Fig. 1: run 1, cell sizes after repair
Bar = 20 um.
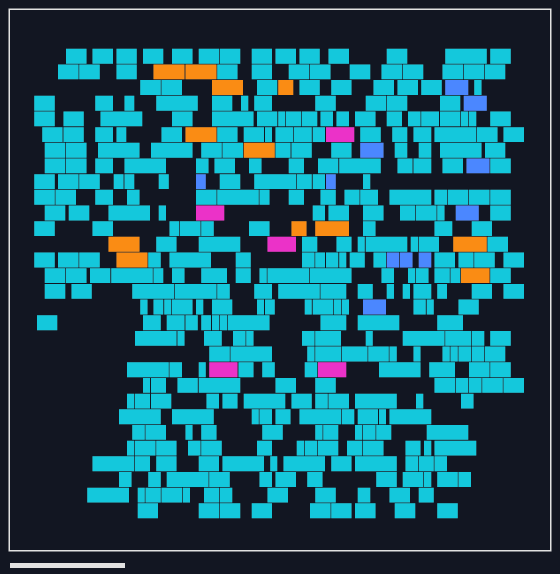
Fig. 2: run 1, I/O nets highlighted
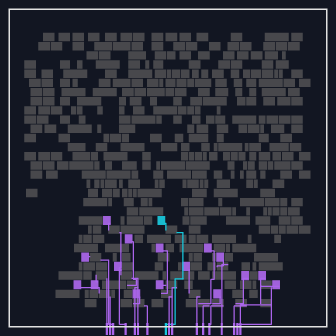
Fig. 3: run 1, routed metal, one color a layer
Bar = 20 um.
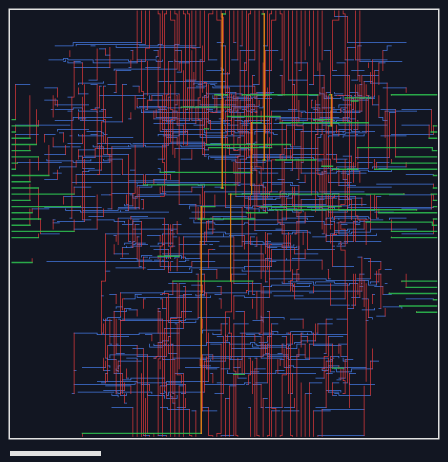
--- src/rtl/booth_mult_arbiter.sv ---
// ---------------------------------------------------------------------------
// booth_mult_arbiter
//
// Round-robin front end that shares one sequential Booth multiplier between
// NREQ requesters. One operand pair is accepted at a time. It is handed to
// the multiplier with a start pulse, and the signed 2N-bit product is
// returned to the requester that supplied it. A watchdog gives up on a
// multiplier that never finishes and returns a zero product with an error
// flag instead.
//
// Parameters
//   NREQ    number of requesters (2..16)
//   N       operand width; products are 2N-bit two's complement
//   TIMEOUT cycles allowed in WAIT before the job is aborted
//
// Ports
//   i_clk, i_rst_n        clock (rising edge), synchronous active-low reset
//   i_req                 per-requester request level, held until granted
//   i_a, i_b              packed operands, requester k at [k*N +: N]
//   o_gnt                 one-hot grant pulse (the START cycle)
//   o_rsp_valid           one-hot response strobe (the RESP cycle)
//   o_rsp_data            product during the response strobe, else 0
//   o_rsp_err             timeout flag, qualified by o_rsp_valid
//   o_busy                high whenever the FSM is not idle
//   o_mul_start           start pulse to the multiplier
//   o_mul_multiplier      operand A to the multiplier
//   o_mul_multiplicand    operand B to the multiplier
//   i_mul_finish          multiplier done strobe
//   i_mul_result          multiplier product, valid with i_mul_finish
// ---------------------------------------------------------------------------
module booth_mult_arbiter #(
  parameter int NREQ    = 4,
  parameter int N       = 8,
  parameter int TIMEOUT = 32
) (
  input  logic                i_clk,
  input  logic                i_rst_n,
  input  logic [NREQ-1:0]     i_req,
  input  logic [NREQ*N-1:0]   i_a,
  input  logic [NREQ*N-1:0]   i_b,
  output logic [NREQ-1:0]     o_gnt,
  output logic [NREQ-1:0]     o_rsp_valid,
  output logic [2*N-1:0]      o_rsp_data,
  output logic                o_rsp_err,
  output logic                o_busy,
  output logic                o_mul_start,
  output logic [N-1:0]        o_mul_multiplier,
  output logic [N-1:0]        o_mul_multiplicand,
  input  logic                i_mul_finish,
  input  logic [2*N-1:0]      i_mul_result
);

  localparam int IW = (NREQ > 1) ? $clog2(NREQ) : 1;
  localparam int CW = $clog2(TIMEOUT) + 1;

  localparam logic [IW-1:0] LAST_ID  = IW'(NREQ - 1);
  localparam logic [IW:0]   NREQ_EXT = (IW + 1)'(NREQ);
  localparam logic [CW-1:0] CNT_LAST = CW'(TIMEOUT - 1);

  typedef enum logic [1:0] {
    ST_IDLE  = 2'd0,
    ST_START = 2'd1,
    ST_WAIT  = 2'd2,
    ST_RESP  = 2'd3
  } state_t;

  state_t          state;
  state_t          state_nxt;

  logic [IW-1:0]   ptr;
  logic [IW-1:0]   id;
  logic [N-1:0]    op_a;
  logic [N-1:0]    op_b;
  logic [CW-1:0]   cnt;
  logic [2*N-1:0]  result;
  logic            err;

  logic [IW-1:0]   sel_id;
  logic            sel_found;
  logic [IW:0]     cand_sum;
  logic [IW-1:0]   cand;
  logic [NREQ-1:0] id_onehot;
  logic            wait_done;

  // Round-robin pick: walk upward from the priority pointer, wrapping at
  // NREQ, and keep the first requester found. The sum is one bit wider than
  // an index so the wrap can be detected for non-power-of-two NREQ.
  always_comb begin
    sel_id    = '0;
    sel_found = 1'b0;
    cand_sum  = '0;
    cand      = '0;
    for (int i = 0; i < NREQ; i++) begin
      cand_sum = {1'b0, ptr} + (IW + 1)'(i);
      if (cand_sum >= NREQ_EXT) begin
        cand_sum = cand_sum - NREQ_EXT;
      end
      cand = cand_sum[IW-1:0];
      if (!sel_found && i_req[cand]) begin
        sel_found = 1'b1;
        sel_id    = cand;
      end
    end
  end

  assign id_onehot = NREQ'(1) << id;

  // A job leaves WAIT either on the finish strobe or when the watchdog has
  // counted TIMEOUT cycles there; the finish strobe has priority.
  assign wait_done = i_mul_finish || (cnt == CNT_LAST);

  // State register. Reset abandons any job in flight without a response.
  always_ff @(posedge i_clk) begin
    if (!i_rst_n) begin
      state <= ST_IDLE;
    end else begin
      state <= state_nxt;
    end
  end

  // Next-state and output decode. Every output comes from the state and
  // registers only, so no input reaches an output in the same cycle.
  always_comb begin
    state_nxt   = state;
    o_gnt       = '0;
    o_rsp_valid = '0;
    o_rsp_data  = '0;
    o_rsp_err   = 1'b0;
    o_mul_start = 1'b0;
    o_busy      = (state != ST_IDLE);
    case (state)
      ST_IDLE: begin
        if (sel_found) begin
          state_nxt = ST_START;
        end
      end
      ST_START: begin
        o_gnt       = id_onehot;
        o_mul_start = 1'b1;
        state_nxt   = ST_WAIT;
      end
      ST_WAIT: begin
        if (wait_done) begin
          state_nxt = ST_RESP;
        end
      end
      ST_RESP: begin
        o_rsp_valid = id_onehot;
        o_rsp_data  = result;
        o_rsp_err   = err;
        state_nxt   = ST_IDLE;
      end
      default: begin
        state_nxt = ST_IDLE;
      end
    endcase
  end

  // Transaction datapath. Operands are captured only when a request is
  // accepted in IDLE, which keeps them stable to the multiplier from START
  // until the job leaves WAIT. The pointer moves past the served requester
  // only once its response has been delivered.
  always_ff @(posedge i_clk) begin
    if (!i_rst_n) begin
      ptr    <= '0;
      id     <= '0;
      op_a   <= '0;
      op_b   <= '0;
      cnt    <= '0;
      result <= '0;
      err    <= 1'b0;
    end else begin
      case (state)
        ST_IDLE: begin
          if (sel_found) begin
            id   <= sel_id;
            op_a <= i_a[sel_id*N +: N];
            op_b <= i_b[sel_id*N +: N];
          end
        end
        ST_START: begin
          cnt <= '0;
        end
        ST_WAIT: begin
          cnt <= cnt + 1'b1;
          if (i_mul_finish) begin
            result <= i_mul_result;
            err    <= 1'b0;
          end else if (cnt == CNT_LAST) begin
            result <= '0;
            err    <= 1'b1;
          end
        end
        ST_RESP: begin
          ptr <= (id == LAST_ID) ? '0 : id + 1'b1;
        end
        default: begin
        end
      endcase
    end
  end

  assign o_mul_multiplier   = op_a;
  assign o_mul_multiplicand = op_b;

endmodule

--- config.mk ---
export PLATFORM = sky130hd
export DESIGN_NAME = booth_mult_arbiter
export DESIGN_NICKNAME = d
export VERILOG_FILES = /design/src/rtl/booth_mult_arbiter.sv
export SDC_FILE = /design/constraint.sdc
export NUM_CORES = 1
export LEC_CHECK = 0
export CORE_MARGIN = 4
export CORE_UTILIZATION = 36
export CTS_CLUSTER_SIZE = 25
export DETAILED_ROUTE_END_ITERATION = 10
export GPL_ROUTABILITY_DRIVEN = 0
export PLACE_DENSITY = 0.7
export SYNTH_ARGS = -nofsm -noshare
export SYNTH_HDL_FRONTEND = slang
export SYNTH_SLANG_ARGS = --single-unit
--- constraint.sdc ---
create_clock -name i_clk -period 5.5 [get_ports i_clk]
set_clock_uncertainty 0.05 [all_clocks]
set_input_delay 1.375 -clock i_clk [delete_from_list [all_inputs] [get_ports i_clk]]
set_output_delay 1.375 -clock i_clk [all_outputs]
set_load 0.01 [all_outputs]
==> notes.md, run 1 <==
fresh numbers from the pnr run: outcome finished clean, dominant non-sequential cell family after synthesis AND-OR/OR-AND gates, fraction of area in non-clock buffers 32.5%, Core Region 6940 um2, per-instance average area after synthesis 9.02 um2, multi-input logic cell count 213, share of the core filled by cells before placement 38.1%, post-layout period usage of the worst path 65.6%, number of CTS-inserted buffers 5, critical path endpoint category flip-flop, Cell Int Power 0.000803 W, setup slack after placement 1.59 ns, Layout Cells excl Fill 502, leakage power total 1.50 nW, adder share 4.26%, leftover overflow at the end of global routing 0, group with the largest share of power combinational cells, fraction of final layout cells with drive strength greater than 1 6.90%, number of hold violations in the final report 0, global routing usage on met1 24.2%, number of cells produced by synthesis 293, H-tree depth 2, Most flops, register result, delay of the slowest cell on the worst path 0.76 ns, initial DRC count 206, library cell used as clock root buffer clkbuf_8, area share of the leading cell type in the synthesized netlist 34.1%, standard cell area after detailed placement 3940 um2, number of buffers inserted for hold repair after clock tree synthesis 0, count of instances resized after the clock tree is built 0, cell type with the largest total area dfxtp_1, met2 Resource Use GR 29.2%, buffer levels on the longest clock path 2, Final #Nets 501, routed metal-1 wirelength 3.48 mm, most popular library cell in the synthesized design by count dfxtp_1, # clk buffers 6, global-route wire length before repair 12.8 mm, Slew @ Worst Pin 1.16 ns, mux share of post-synthesis cell area 11.0%, die height 93.7 um, top cell class by occupied area combinational gates, clock sink total 45, number of tap cells inserted 96, First-pass DRT Iterations 5, fraction of standard cell area that is sequential 22.4%, insertion delay of the later-clocked pin in the worst-skew pair 0.30 ns, logic share of the area 39.2%, worst slew margin relative to its limit 22.1%, share of power burned in registers 35.5%, worst vdd rail ir drop 0.128 mV, yosys cell count 293, Stages on worst setup path 6, met2 wire length 4.07 mm, yosys-reported design area after synthesis 2640 um2, clock period minus worst slack 3.61 ns, Top Layer Used met4, top post-synthesis cells by count 45 x dfxtp_1, 36 x nor2_1, 27 x and2_1, type of the worst setup path input pin to flip-flop, endpoint arrival time on the critical path 3.75 ns, die outline area 8780 um2, flip-flops with a built-in enable 0, via density per instance 5.39, max-capacitance violation count 0, Non-Clock Inverter Count 9, power of the clock network 0.000204 W, fraction of area in clock buffers and inverters 2.05%, Post-Synthesis Net Count 389, Unique cell types 45, Critical Path Source Type input pin, final design utilization 57.9%, flip-flop and latch area 901 um2, worst-path fanout max 15, flip-flop count of the largest register, all copies and words added 16, master of the slowest instance on the critical path nor3_4, net switching share of the total power 36.7%
-- Fig. 1 (at the start) --
color	size	cells	share	most used
cyan	drive 1 or less	378	93%	clkdlybuf4s50_1
magenta	drive 6 and up	5	1.2%	clkbuf_8
orange	drive 3 to 4	12	3.0%	mux2_4
blue	drive 2	11	2.7%	mux2_2
growth of design area from synthesis to finish: 52.1%
post-layout worst setup margin: 1.89 ns
final cell area excluding filler cells: 4020 um2

-- Fig. 2 (at the start) --
color	port	bits	direction	end cells	buffers	wire
cyan	`o_rsp_err`	1	output	1	1	36.8 um
purple	`o_rsp_data`	16	output	16	16	337 um
Boundary Pins: 130
number of buffers inserted by port buffering: 129

-- Fig. 3 (at the start) --
color	layer	wire length
green	met3	595 um
red	met2	4,070 um
blue	met1	3,480 um
orange	met4	161 um
Post-Route WL: 8.31 mm
total track usage: 18.1%
number of vias in the routed layout: 2,704
Routed WL per cell: 16.6 um

-- run 1: worst paths after layout --
kind / endpoint / startpoint / slack (ns)
worst min register to register: err / err / 0.42
worst max register to register: o_mul_multiplicand[1] / ptr[1] / 2.97
worst min-delay path: err / err / 0.42
worst max-delay path: o_mul_multiplicand[1] / i_req[2] / 1.89
-- run 1: cells in the final DEF, fill, tap and decap left out, types with 5 or more instances in the layout --
cell             instances
a211oi_1                 5
a22oi_1                 18
a41oi_1                  8
and2_1                  27
clkbuf_8                 5
clkdlybuf4s50_1        129
dfxtp_1                 45
ha_1                     9
inv_1                    9
mux2_2                   5
mux2_4                   7
mux2i_1                 13
nand3_1                  5
nand4_1                 14
nor2_1                  36
o311a_1                  8
o31ai_1                 12
Fig. 4: run 1, clock wiring as the flow saved it
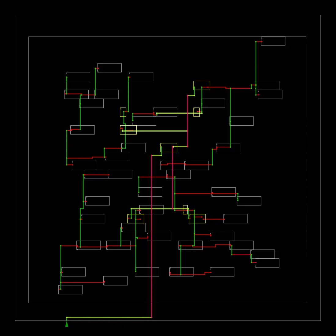

--- run 2 (diff from run 1) ---
--- a/config.mk
+++ b/config.mk
@@ -10,7 +10,7 @@
 export CTS_CLUSTER_SIZE = 25
 export DETAILED_ROUTE_END_ITERATION = 10
 export GPL_ROUTABILITY_DRIVEN = 0
-export PLACE_DENSITY = 0.7
+export PLACE_DENSITY = 0.73
 export SYNTH_ARGS = -nofsm -noshare
 export SYNTH_HDL_FRONTEND = slang
 export SYNTH_SLANG_ARGS = --single-unit
==> constraint.sdc (replaced) <==
create_clock -name i_clk -period 3.1 [get_ports i_clk]
set_clock_uncertainty 0.05 [all_clocks]
set_input_delay 0.775 -clock i_clk [delete_from_list [all_inputs] [get_ports i_clk]]
set_output_delay 0.775 -clock i_clk [all_outputs]
set_load 0.01 [all_outputs]
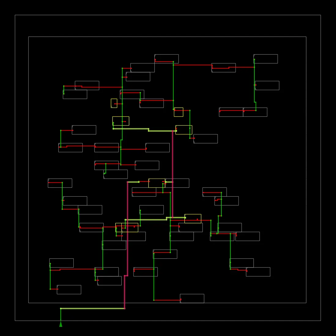
Fig. 5. Clock wiring as the flow saved it (run 2).
number of CTS-inserted buffers: 5
# clk buffers: 5
insertion delay of the later-clocked pin in the worst-skew pair: 0.30 ns
clock sink total: 45

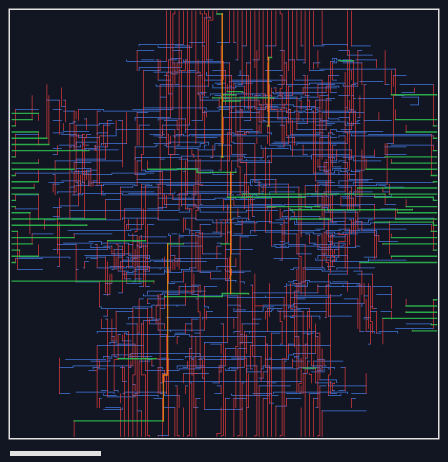
Fig. 6. Routed metal, one color a layer (run 2).
Bar = 20 um.
color	layer	wire length
blue	met1	3,560 um
red	met2	3,900 um
green	met3	622 um
orange	met4	112 um
Post-Route WL: 8.19 mm
Routed WL per cell: 15.9 um
number of vias in the routed layout: 2,666

==> run 2 against run 1 <==
Effect of this change: hold slack worse by 0.0075 ns; synthesized cell count did not move; cell count is 2.6% higher; sequential cell count is the same; via count fell by 1.4%; global-route usage increased by 0.23 points; area after synthesis is the same; first-iteration DRC count down 24%; sequential share of layout area down 0.62 points; largest power group unchanged; total power up 82%.
==> notes.md, run 2 <==
fresh numbers from the pnr run: final design utilization 59.5%, Unique cell types 45, worst vdd rail ir drop 0.233 mV, dominant non-sequential cell family after synthesis AND-OR/OR-AND gates, flip-flop and latch area 901 um2, max-capacitance violation count 0, net switching share of the total power 36.0%, per-instance average area after synthesis 9.02 um2, outcome finished clean, number of buffers inserted for hold repair after clock tree synthesis 0, type of the worst setup path flip-flop to output port, initial DRC count 157, global routing usage on met1 24.2%, clock period minus worst slack 2.62 ns, growth of design area from synthesis to finish 56.4%, die outline area 8780 um2, Hold Path Origin err, Critical Path Source Type flip-flop, setup slack after placement 0.285 ns, Critical path destination o_rsp_data[8], buffer levels on the longest clock path 2, share of power burned in registers 34.6%, critical path endpoint category output port, met2 Resource Use GR 30.1%, Slew @ Worst Pin 0.659 ns, number of buffers inserted by port buffering 129, top post-synthesis cells by count 45 x dfxtp_1, 36 x nor2_1, 27 x and2_1, commonest cells after routing, fill and taps aside 129 x clkdlybuf4s50_1, 45 x dfxtp_1, 36 x nor2_1, endpoint of the worst register-to-register path o_mul_multiplicand[2], area share of the leading cell type in the synthesized netlist 34.1%, number of hold violations in the final report 0, mux share of post-synthesis cell area 11.0%, Cell Int Power 0.00148 W, via density per instance 5.18, post-layout worst setup margin 0.485 ns, final cell area excluding filler cells 4130 um2, Final #Nets 514, standard cell area after detailed placement 4050 um2, fraction of final layout cells with drive strength greater than 1 10.0%, most popular library cell in the synthesized design by count dfxtp_1, yosys-reported design area after synthesis 2640 um2, global-route wire length before repair 13.1 mm, most common logic cell in the routed design clkdlybuf4s50_1, post-layout period usage of the worst path 84.4%, crit path launch state[0], group with the largest share of power combinational cells
-- run 2: cell counts after synthesis --
No cell type changed its count.
-- run 2: worst min path at each step --
stage	endpoint	slack [ns]	cells after the start
2_1_floorplan	err	0.38	2
3_3_place_gp	err	0.39	2
4_1_cts	err	0.41	2
6_report	err	0.41	2
5_1_grt	err	0.44	2
3_5_place_dp	err	0.39	2
-- run 2: tightest hold or removal path, stage by stage, from the launching register on --
cell and delay (ns):
dfxtp_1 0.31, inv_1 0.05, a211oi_1 0.05
-- run 2: layout make-up --
cell class                      instances  area share (%)
Clock buffer                            5            1.66
Tap cell                               96            2.91
Sequential cell                        45            21.8
Clock inverter                          3           0.424
Inverter                                9           0.817
Timing Repair Buffer                  144            34.3
Multi-Input combinational cell        213            38.1
No activity file was given, so power comes from the tool's default toggle rates.
